### Floorplan with the power grid

Bar = 20 µm. Pins as bars on the die edge.
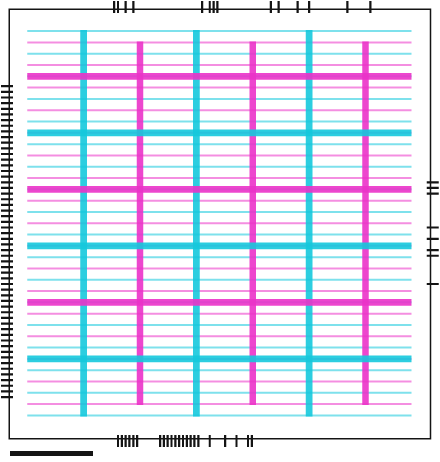
### Placement by cell class

Bar = 20 µm.
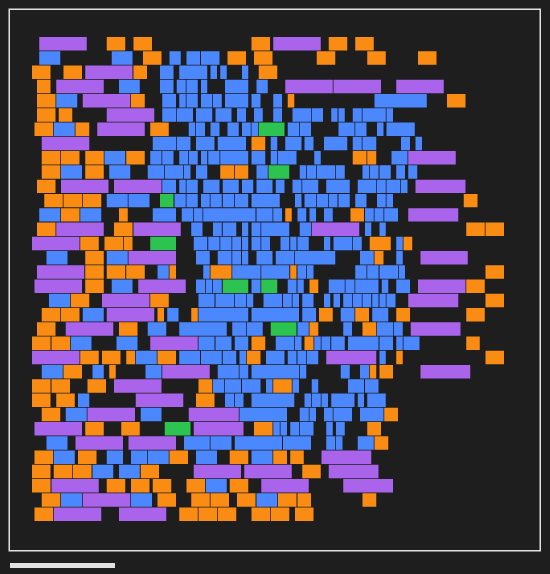
### Clock distribution

Bar = 20 µm.
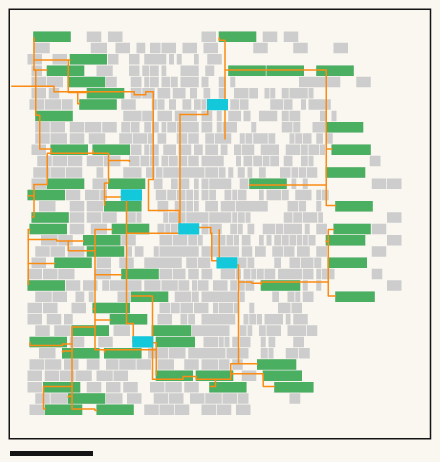
### Routed metal, one colour a layer

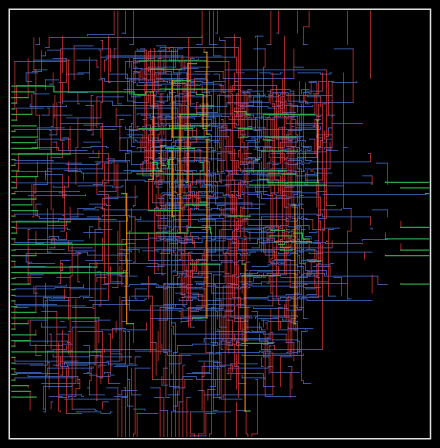
$ cat src/rtl/sisc_pkg.sv
// Shared SISC definitions: opcodes, instruction field positions, datapath widths.
// Used by the fetch unit and the controller so both agree on encoding.
package sisc_pkg;

    localparam int PC_W    = 16;
    localparam int INSTR_W = 32;

    localparam int OP_MSB  = 31;
    localparam int OP_LSB  = 28;
    localparam int MM_MSB  = 27;
    localparam int MM_LSB  = 24;
    localparam int RD_MSB  = 23;
    localparam int RD_LSB  = 20;
    localparam int RS_MSB  = 19;
    localparam int RS_LSB  = 16;
    localparam int RT_MSB  = 15;
    localparam int RT_LSB  = 12;
    localparam int IMM_MSB = 15;
    localparam int IMM_LSB = 0;

    typedef logic [PC_W-1:0]    pc_t;
    typedef logic [INSTR_W-1:0] instr_t;

    typedef enum logic [3:0] {
        NOOP   = 4'd0,
        LOD    = 4'd1,
        STR    = 4'd2,
        SWP    = 4'd3,
        BRA    = 4'd4,
        BRR    = 4'd5,
        BNE    = 4'd6,
        BNR    = 4'd7,
        ALU_OP = 4'd8,
        HLT    = 4'd15
    } opcode_t;

endpackage

$ cat src/rtl/sisc_fetch_unit_if.sv
// Controller/memory <-> fetch unit signal bundle; master drives strobes, slave drives
// the registered PC, decoded IR fields, status and flags.
interface sisc_fetch_unit_if;
    import sisc_pkg::*;

    logic       ir_load;
    logic       pc_write;
    logic       br_sel;
    logic       stat_en;
    logic [3:0] cc_in;
    instr_t     instr_in;

    pc_t        pc_out;
    logic [3:0] opcode;
    logic [3:0] mm;
    logic [3:0] rd;
    logic [3:0] rs;
    logic [3:0] rt;
    logic [15:0] imm;
    logic [3:0] stat;
    logic       br_taken;
    logic       halted;

    modport master (
        output ir_load, pc_write, br_sel, stat_en, cc_in, instr_in,
        input  pc_out, opcode, mm, rd, rs, rt, imm, stat, br_taken, halted
    );

    modport slave (
        input  ir_load, pc_write, br_sel, stat_en, cc_in, instr_in,
        output pc_out, opcode, mm, rd, rs, rt, imm, stat, br_taken, halted
    );

endinterface

$ cat src/rtl/sisc_br_cond.sv
// Combinational branch resolution: taken flag and target from opcode, mm mask, status, PC, imm.
// Zero latency, no handshake; the caller qualifies the result with its own strobe.
module sisc_br_cond
    import sisc_pkg::*;
(
    input  logic [3:0]  opcode,
    input  logic [3:0]  mm,
    input  logic [3:0]  stat,
    input  pc_t         pc,
    input  logic [15:0] imm,
    output logic        taken,
    output pc_t         target
);

    logic hit;

    always_comb begin
        taken  = 1'b0;
        target = pc;
        hit    = |(mm & stat);
        case (opcode)
            BRA: begin taken = hit;  target = imm;      end
            BRR: begin taken = hit;  target = pc + imm; end
            BNE: begin taken = !hit; target = imm;      end
            BNR: begin taken = !hit; target = pc + imm; end
            default: ;
        endcase
    end

endmodule

$ cat src/rtl/sisc_fetch_unit.sv
// SISC fetch unit: PC, IR, status and halt registers with decoded IR field outputs.
// Updates one edge after each strobe; no backpressure, all strobes ignored once halted.
module sisc_fetch_unit
    import sisc_pkg::*;
(
    input  logic              clk,
    input  logic              rst_f,
    sisc_fetch_unit_if.slave  bus
);

    pc_t        pc_q;
    instr_t     ir_q;
    logic [3:0] stat_q;
    logic       br_taken_q;
    logic       halted_q;

    logic       taken;
    pc_t        target;

    sisc_br_cond u_br_cond (
        .opcode (ir_q[OP_MSB:OP_LSB]),
        .mm     (ir_q[MM_MSB:MM_LSB]),
        .stat   (stat_q),
        .pc     (pc_q),
        .imm    (ir_q[IMM_MSB:IMM_LSB]),
        .taken  (taken),
        .target (target)
    );

    // Branch decisions read the pre-edge IR and stat, so same-edge loads never affect them.
    always_ff @(posedge clk or negedge rst_f) begin
        if (!rst_f) begin
            pc_q       <= '0;
            ir_q       <= '0;
            stat_q     <= '0;
            br_taken_q <= 1'b0;
            halted_q   <= 1'b0;
        end else begin
            br_taken_q <= 1'b0;
            if (ir_q[OP_MSB:OP_LSB] == HLT) begin
                halted_q <= 1'b1;
            end
            if (!halted_q) begin
                if (bus.ir_load) begin
                    ir_q <= bus.instr_in;
                end
                if (bus.stat_en) begin
                    stat_q <= bus.cc_in;
                end
                if (bus.pc_write) begin
                    if (!bus.br_sel) begin
                        pc_q <= pc_q + pc_t'(1);
                    end else if (taken) begin
                        pc_q       <= target;
                        br_taken_q <= 1'b1;
                    end
                end
            end
        end
    end

    assign bus.pc_out   = pc_q;
    assign bus.opcode   = ir_q[OP_MSB:OP_LSB];
    assign bus.mm       = ir_q[MM_MSB:MM_LSB];
    assign bus.rd       = ir_q[RD_MSB:RD_LSB];
    assign bus.rs       = ir_q[RS_MSB:RS_LSB];
    assign bus.rt       = ir_q[RT_MSB:RT_LSB];
    assign bus.imm      = ir_q[IMM_MSB:IMM_LSB];
    assign bus.stat     = stat_q;
    assign bus.br_taken = br_taken_q;
    assign bus.halted   = halted_q;

endmodule

$ cat src/flat_wrapper.sv
// flat-port wrapper written by rule: the top's interface ports become plain ports
module sisc_fetch_unit_flat import sisc_pkg::*;
  (clk, rst_f, bus_ir_load, bus_pc_write, bus_br_sel, bus_stat_en, bus_cc_in, bus_instr_in, bus_pc_out, bus_opcode, bus_mm, bus_rd, bus_rs, bus_rt, bus_imm, bus_stat, bus_br_taken, bus_halted);
  sisc_fetch_unit_if bus_i ();
  input  logic clk;
  input  logic rst_f;
  input wire logic [$bits(bus_i.ir_load)-1:0] bus_ir_load;
  input wire logic [$bits(bus_i.pc_write)-1:0] bus_pc_write;
  input wire logic [$bits(bus_i.br_sel)-1:0] bus_br_sel;
  input wire logic [$bits(bus_i.stat_en)-1:0] bus_stat_en;
  input wire logic [$bits(bus_i.cc_in)-1:0] bus_cc_in;
  input wire logic [$bits(bus_i.instr_in)-1:0] bus_instr_in;
  output wire logic [$bits(bus_i.pc_out)-1:0] bus_pc_out;
  output wire logic [$bits(bus_i.opcode)-1:0] bus_opcode;
  output wire logic [$bits(bus_i.mm)-1:0] bus_mm;
  output wire logic [$bits(bus_i.rd)-1:0] bus_rd;
  output wire logic [$bits(bus_i.rs)-1:0] bus_rs;
  output wire logic [$bits(bus_i.rt)-1:0] bus_rt;
  output wire logic [$bits(bus_i.imm)-1:0] bus_imm;
  output wire logic [$bits(bus_i.stat)-1:0] bus_stat;
  output wire logic [$bits(bus_i.br_taken)-1:0] bus_br_taken;
  output wire logic [$bits(bus_i.halted)-1:0] bus_halted;
  assign bus_i.ir_load = bus_ir_load;
  assign bus_i.pc_write = bus_pc_write;
  assign bus_i.br_sel = bus_br_sel;
  assign bus_i.stat_en = bus_stat_en;
  assign bus_i.cc_in = bus_cc_in;
  assign bus_i.instr_in = bus_instr_in;
  assign bus_pc_out = bus_i.pc_out;
  assign bus_opcode = bus_i.opcode;
  assign bus_mm = bus_i.mm;
  assign bus_rd = bus_i.rd;
  assign bus_rs = bus_i.rs;
  assign bus_rt = bus_i.rt;
  assign bus_imm = bus_i.imm;
  assign bus_stat = bus_i.stat;
  assign bus_br_taken = bus_i.br_taken;
  assign bus_halted = bus_i.halted;
  sisc_fetch_unit u_core (.clk(clk), .rst_f(rst_f), .bus(bus_i));
endmodule
$ cat config.mk
export PLATFORM = sky130hd
export DESIGN_NAME = sisc_fetch_unit_flat
export DESIGN_NICKNAME = d
export VERILOG_FILES = /design/src/rtl/sisc_pkg.sv /design/src/rtl/sisc_fetch_unit_if.sv /design/src/rtl/sisc_br_cond.sv /design/src/rtl/sisc_fetch_unit.sv /design/src/flat_wrapper.sv
export SDC_FILE = /design/constraint.sdc
export NUM_CORES = 1
export LEC_CHECK = 0
export ABC_CLOCK_PERIOD_IN_PS = 2860
export CAP_MARGIN = 20
export CORE_AREA = 4 4 97 99
export DETAILED_ROUTE_END_ITERATION = 16
export DIE_AREA = 0 0 101 103
export GPL_TIMING_DRIVEN = 0
export MAX_ROUTING_LAYER = met4
export PLACE_DENSITY = 0.77
export SLEW_MARGIN = 20
export SYNTH_ARGS = -nofsm -noshare
export SYNTH_HDL_FRONTEND = slang
export SYNTH_HIERARCHICAL = 1
export SYNTH_SLANG_ARGS = --single-unit
$ cat constraint.sdc
create_clock -name clk -period 2.86 [get_ports clk]
set_input_delay 0.572 -clock clk [delete_from_list [all_inputs] [get_ports clk]]
set_output_delay 0.572 -clock clk [all_outputs]
set_load 0.02 [all_outputs]
==> impl_metrics.yaml <==
# physical design summary
clocking:
  numCtsBuffers: 5
  ctsLongestPathBuffers: 2
  cts_root_buffer: "clkbuf_8"
  cts_max_level: 2
  cts_tree: "yes"
  clk_pin_slew_worst_paths_ps: 120
  clock-sinks: 54
worst_setup_path:
  cp_top_family: "AND-OR/OR-AND gates"
  end_kind: "flip-flop"
  worstSetupPathType: "reg2reg"
  cp-start-kind: "flip-flop"
  path_buffers: 1
  cp_slowest_cell: "dfrtp_2"
  slowest_delay_ps: 460
  cp_max_fo: 5
  r2r_cells: 12
power_and_ir_drop:
  share_comb_of_total_power_pct: 68.7
  p_int_w: 0.00346
  switching_share_pct: 45.3
  switchingPower_w: 0.00287
  power_leakage_nw: 2.17
  p_per_area_nw_per_um2: 1190
  seqPwrFrac_pct: 23.8
finish:
  seq_cell_count: 54
  register_area_um2: 1370
  final-clk-cell-share_pct: 1.82
  fillCellCount: 709
  inverters: 15
  nClkBuffers: 5
  fin_nets: 578
  lay_top_count: "clkdlybuf4s50_1"
  finalNonFillerCells: 628
  comb_share_pct: 44.8
  drive_above_1_share_pct: 24.0
  lay_top_cells: "clkdlybuf4s50_1 (97), dfrtp_1 (43), mux2_2 (34), nand2_1 (28)"
  signal_buffers: 144
  dominant_cells: "combinational gates"
logic_synthesis:
  edf_count: 0
  synth_cell_types: 69
  yosysTopAreaCellShare_pct: 36.0
  synth-area-yosys_um2: 3750
  synthesis.area_um2: 3750
  synth_flop_count: 54
  yosys_cells: 392
  yosysSeqAreaShare_pct: 36.0
  async_flop_share_pct: 100
  syn_inst: 392
  area_leaders: "dfrtp_1 (36%), mux2_2 (10%), ha_1 (5.3%), o21ai_0 (3.6%), a21oi_1 (3.1%)"
global_routing:
  overflow: 0
  grt_first_pass_wirelength_mm: 17.6
  grt_usage_pct: 21.8
  grt_max_degree: 55
timing:
  rsz0062_at_grt: "true"
  fin_crit_sh_pct: 98.6
  whs_ps: 280
  tightestPinTransition_ps: 685
  fin_crit_ps: 2820
  max_freq_ghz: 0.355
  slew_headroom_pct: 54.3
routing:
  drc: 0
  viasPerCell: 5.86
  drt-total-wl_mm: 11.1
  antenna_left: 0
  drt_iter0_markers: 312
floorplanning:
  tapCellCount: 108
  chip_area_um2: 10400
  core_area_um2: 8550
  die_width_um: 101
  rows: 34
  die_y_um: 103
worst_hold_path:
  min_path_type: "in2async"
placed_design:
  port_buffers: 98
  post-place-cells: 598
  gp_congestion: 0.889
run_status:
  outcome: "completed"
run:
  tool_warnings: 27
  maxCapViolations: 0
Notes on 'Floorplan with the power grid' above:
net	colour
VDD	magenta
VSS	cyan
met4 straps	6
signal pins	100
met5 straps	6
rows	34
met1 rails	35

Notes on 'Placement by cell class' above:
class	colour	cells
sequential cells	purple	54
remaining buffers and delay cells	orange	144
combinational and other logic	blue	314
clock drivers and dummy loads	green	8
Seq/total area: 25.7%
end-of-flow core utilization: 62.0%
fin area: 5300 µm²

Notes on 'Clock distribution' above:
[clock drivers] cyan | count: 5
[clock wires] orange | length: 736 µm
[flip-flops] green | count: 54
flops lie	all over the die
routed clock nets	6
Final Skew: 13.8 ps
Clk pwr share: 7.5%
Late-Pin Clk Latency: 330 ps
Clock Power: 0.000475 W

Notes on 'Routed metal, one colour a layer' above:
layer	colour	wire length
metal 2	red	5130 µm
metal 3	green	694 µm
metal 1	blue	4950 µm
metal 4	orange	294 µm
via count: 3679
Wirelength per Cell: 17.6 µm

per-layer routing:
layer  vias up  share of wire [%]  track usage, %
li1       1708                  -               -
met5         -                  0               -
met4         0                2.7            7.26
met1      1770                 45            27.9
met2       172                 46            35.2
met3        29                6.3            3.72
through the flow:
stage          setup slack [ps]  total power, W  TNS, ps
2_1_floorplan              22.2         0.00383        0
3_3_place_gp               -509         0.00509   -27660
3_5_place_dp               -278         0.00518     -696
4_1_cts                    7.39         0.00601        0
5_1_grt                   -78.6         0.00678     -140
6_report                   39.5         0.00633        0
final timing paths:
kind                                                   from                                end  slack (ps)
setup / recovery           u_core/bus.pc_out[4]$_DFFE_PN0P_  u_core/bus.pc_out[15]$_DFFE_PN0P_          40
hold / removal                                        rst_f        u_core/ir_q[22]$_DFFE_PN0P_         280
setup reg to reg           u_core/bus.pc_out[4]$_DFFE_PN0P_  u_core/bus.pc_out[15]$_DFFE_PN0P_          40
hold reg to reg                 u_core/ir_q[17]$_DFFE_PN0P_        u_core/ir_q[17]$_DFFE_PN0P_         520
max in group asynchronous                             rst_f   u_core/bus.pc_out[9]$_DFFE_PN0P_        2090
min in group clk                u_core/ir_q[17]$_DFFE_PN0P_        u_core/ir_q[17]$_DFFE_PN0P_         520
power groups by stage:
stage / logic, W / registers, W / clock network, W
6_report: 0.00435 / 0.00150 / 0.000475
5_1_grt: 0.00468 / 0.00157 / 0.000532
3_5_place_dp: 0.00364 / 0.00154 / 0
3_3_place_gp: 0.00357 / 0.00152 / 0
4_1_cts: 0.00402 / 0.00150 / 0.000490
2_1_floorplan: 0.00199 / 0.00184 / 0
worst register-to-register path: cells and delay by family (launching register included):
| kind | cells | cell delay, ps |
|---|---|---|
| AND-OR/OR-AND | 7 | 1460 |
| flip-flops | 1 | 460 |
| AND/OR/NAND/NOR | 3 | 420 |
| adder cells (fa/ha/maj) | 1 | 270 |
| buffers and inverters | 1 | 140 |
Yosys cell counts (3+ instances only):
library cell,instances
nand2b_1,9
inv_1,15
xnor2_1,5
nand4_1,3
a211oi_1,4
a211o_1,3
buf_2,7
a21o_1,4
o211ai_1,3
nand3b_1,3
o21ai_0,27
dfrtp_1,54
and3_1,10
clkbuf_1,8
nand2_1,28
nor2b_1,8
a31oi_1,3
mux2_2,34
a21oi_1,23
xor2_1,4
nor3_1,11
mux2i_1,11
a22o_1,4
o21a_1,3
buf_4,5
o31ai_1,3
ha_1,16
o22ai_1,5
nor2_1,19
nand3_1,6
state kept, by name, indices dropped and copies added, names as in the netlist:
name	count
u_core/bus.halted	1
u_core/ir_q	32
u_core/bus.br_taken	1
u_core/bus.pc_out	16
u_core/bus.stat	4
timing repair:
| action | 4_1_cts | 5_1_grt |
|---|---|---|
| gates resized | 14 | 22 |
| pin swaps | 7 | 7 |
| endpoints found under the setup margin | 6 | 5 |
| buffers inserted | 14 | 8 |
cell families (layout without fill, tap and decap cells):
logic type      count (synthesis)  after routing  share of synthesized area [%]
simple gates                  114            114                           16.3
compound gates                112            112                           21.2
flops                          54             54                           36.0
mux                            47             47                           13.7
buf+inv                        39            167                           4.90
fa+ha+maj                      17             17                           5.86
xor+xnor                        9              9                           2.10
Power figures rest on the tool's default switching activity, not on a simulated workload.
